==> images/port_trees.png <==
Drawn at 8 px/µm.
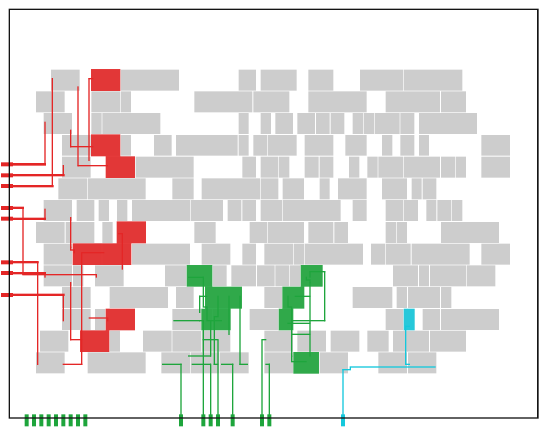
==> images/gates.png <==
Drawn at 8 px/µm.
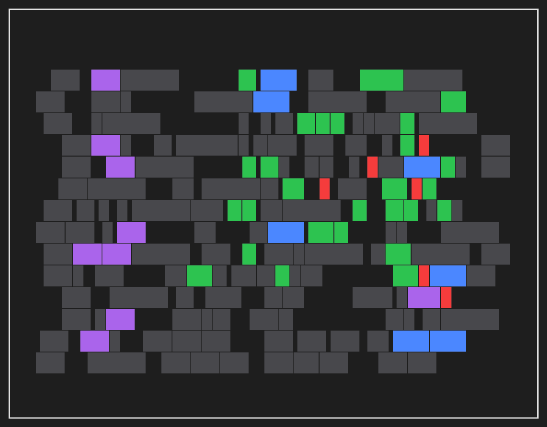
==> images/ff_map.png <==
Drawn at 8 px/µm. Other sequential cells in the stronger gray, the rest of the logic in the fainter gray.
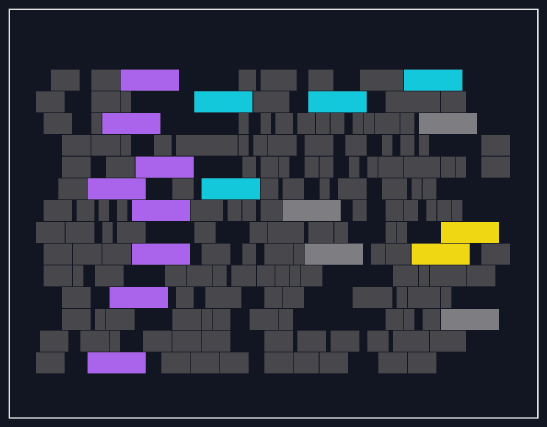
==> config.mk <==
export PLATFORM = sky130hd
export DESIGN_NAME = csc_ws
export DESIGN_NICKNAME = d
export VERILOG_FILES = /design/src/rtl/csc_ws.sv
export SDC_FILE = /design/constraint.sdc
export NUM_CORES = 1
export LEC_CHECK = 0
export ABC_AREA = 0
export CAP_MARGIN = 0
export CORE_ASPECT_RATIO = 0.75
export CORE_MARGIN = 3
export CORE_UTILIZATION = 42
export DETAILED_ROUTE_END_ITERATION = 7
export PLACE_DENSITY = 0.89
export SYNTH_ARGS = -nofsm -noshare
export SYNTH_HDL_FRONTEND = slang
export SYNTH_SLANG_ARGS = --single-unit
==> constraint.sdc <==
create_clock -name SYSCLK -period 2.7 [get_ports SYSCLK]
set_input_delay 0.27 -clock SYSCLK [delete_from_list [all_inputs] [get_ports SYSCLK]]
set_output_delay 0.27 -clock SYSCLK [all_outputs]
set_load 0.02 [all_outputs]
==> flow.log <==
[metrics] run summary
INFO  metric worst_setup_path_end_kind = output port
INFO  metric hp-class = flop to flop
INFO  metric fin_worst_hold_slack = about 0.5 ns
INFO  metric result_of_the_run = completed
INFO  metric skew = about 0.011 ns
INFO  metric hold-path-cell-count = 2
INFO  metric num-fill-cells = 211
INFO  metric globalplace.congestion = 0.852
INFO  metric num-nets-final = 206
INFO  metric reg2reg_slack = 0.44 ns
INFO  metric drtPass1Iterations = 4
INFO  metric grt_pass1_vias = around 1200
INFO  metric power-per-cell-area = roughly 430 nW/µm²
INFO  metric clk_transition_reported_paths = between 0.1 and 0.15 ns
INFO  metric post_cts.repair.setup_buffers = 0
INFO  metric postLayoutSetupSlackWorst = 0.102 ns
INFO  metric cts.path.max_buffers = 2
INFO  metric maxCapViolCount = 0
INFO  metric final-max-slew-violation-count = 0
INFO  metric max_ffs_per_register = 8
INFO  metric cts_tree = built
INFO  metric post-place-ws = 0.0662 ns
INFO  metric area_leaders = dfxtp_1 32%, ha_1 7.8%, mux2i_1 7.1%
INFO  metric grt_overflow_total = 0
INFO  metric netlist_instances = 134
INFO  metric synth-main-ff-cell = dfxtp_1
INFO  metric openroad_warnings = 38
INFO  metric route.antenna.remaining_nets = 0
INFO  metric required_time_of_the_critical_path = 2.43 ns
INFO  metric r2r.worst_path.cells = 5
INFO  metric finalCriticalPeriod = between 2 and 3 ns
INFO  metric ys_seq_share = 31.9%
INFO  metric final-comb-area = 714 µm²
INFO  metric count_of_standard_cell_rows = 15
INFO  metric critical_path_peak_fanout = 5
INFO  metric postPlaceCellArea = approximately 1500 µm²
INFO  metric slew-limit-headroom = 63.7%
INFO  metric cts_root_buf = clkbuf_4
INFO  metric vdd.ir_drop.worst = 0.268 mV
INFO  metric setup_repair_after_global_routing_missed_its_margin = no
INFO  metric synth.yosys.num_cells = 134
INFO  metric post_route_cells_drive_above_1_share = 8.24%
INFO  metric critical_path_class = flop to output port
INFO  metric hold_viol_final = 0
INFO  metric actual_slew_at_the_worst_max_slew_pin = roughly 0.54 ns
INFO  metric seq_area = 360 µm²
INFO  metric finalPower = 0.673 mW
INFO  metric grt_max_degree = 20
INFO  metric yosys_area = around 1100 µm²
INFO  metric ys_top_cells_by_count = 18 x dfxtp_1, 18 x nor2_1, 9 x nand2_1
INFO  metric enable_flop_cells = 0
INFO  metric cts_inserted_buffers = 3
INFO  metric numSynthFlops = 18
INFO  metric detail_route.wirelength = 3.03 mm
INFO  metric htree_levels = 1
INFO  metric library_cells_used_by_synthesis = 40
INFO  metric syn_area_per_cell = 8.43 µm²
INFO  metric syn_nets = 169
INFO  metric die_h = 50.9 µm
INFO  metric first_iter_violations = 73
INFO  metric setup_viol = 0
INFO  metric clkLatencyLatePin = 0.30 ns
INFO  metric ctsHoldBuffers = 0
Notes on port_trees.png above:
ADDR -> green  # direction input, edge bottom, end cells 8, buffers 7, wire 152 µm
DB -> red  # direction input, edge left, end cells 8, buffers 8, wire 158 µm
RDB -> cyan  # direction output, edge bottom, end cells 1, buffers 1, wire 23.1 µm
I/O pins: 48
Port-buffer cells: 38

Notes on gates.png above:
mux cells -> purple  # cells 9, most used mux2i_1
inv cells -> red  # cells 6, most used inv_1, where right middle
aoi and oai cells -> green  # cells 27, most used a21oi_1
fa/ha/maj cells -> blue  # cells 7, most used ha_1
Comb area share: 45.5%
highest-count logic cell in the final layout: clkdlybuf4s50_1
non-filler instance count after layout: 204

Notes on ff_map.png above:
state_q -> yellow  # placed flops 2
BA -> purple  # placed flops 8
cnt_q -> cyan  # placed flops 4, where top middle
not colored = 4
Final Util: 64.9%
flop share of the area: 22.9%

==> routing by layer <==
layer	GRT usage, %	vias to the layer above	share of wire (%)
met5	0	-	0
met4	6.55	0	1.2
met3	5.05	6	6.5
met2	36.3	45	51
met1	22.2	525	41
li1	-	561	-
==> layout by cell type, fill, tap and decap left out, drive strengths merged, types with 2 or more instances in the layout <==
cell,instances
a2111oi,2
a21oi,8
a311oi,3
a31oi,3
buf,2
clkbuf,4
clkdlybuf4s50,37
dfxtp,18
ha,7
inv,6
mux2i,8
nand2,9
nand2b,3
nand3,5
nand3b,2
nand4,2
nor2,18
nor2b,2
nor4,4
o21ai,7
or3,2
or3b,2
==> cell type report <==
type                    count  area share [%]
multi-input cells         102            45.5
repair buffers             40            25.2
flip-flops and latches     18            22.9
well taps                  34            2.71
clock buffers               4            2.31
inverters                   6            1.43
==> power breakdown <==
| part | total [mW] | internal, mW | leakage, nW | switching (mW) |
|---|---|---|---|---|
| Combinational | 0.188 | 0.103 | 0.380 | 0.0849 |
| Clock | 0.171 | 0.0823 | 0.0210 | 0.0884 |
| Sequential | 0.314 | 0.284 | 0.148 | 0.0301 |
==> critical path, stage by stage (launching register included) <==
cell and delay, ns:
dfxtp_1 0.36, or4_4 0.57, nor4_4 0.21, and2_4 0.22
or3b_1 0.37, clkdlybuf4s15_1 0.31
==> timing repair <==
action	CTS	global route
resized	1	1
endpoints found under the setup margin	1	1
pin swaps	1	0
==> cells by family (layout without fill, tap and decap cells) <==
family,Yosys count,after routing,synth area share [%]
DFF,18,18,31.9
muxes,9,9,8.08
adders and majority gates,7,7,7.75
and+or+nand+nor,57,57,30.2
xor gates and xnor gates,1,1,0.775
buffers and inverters,14,50,4.87
AOI/OAI and AO/OA,28,28,16.4
Power and IR drop assume default switching activity.
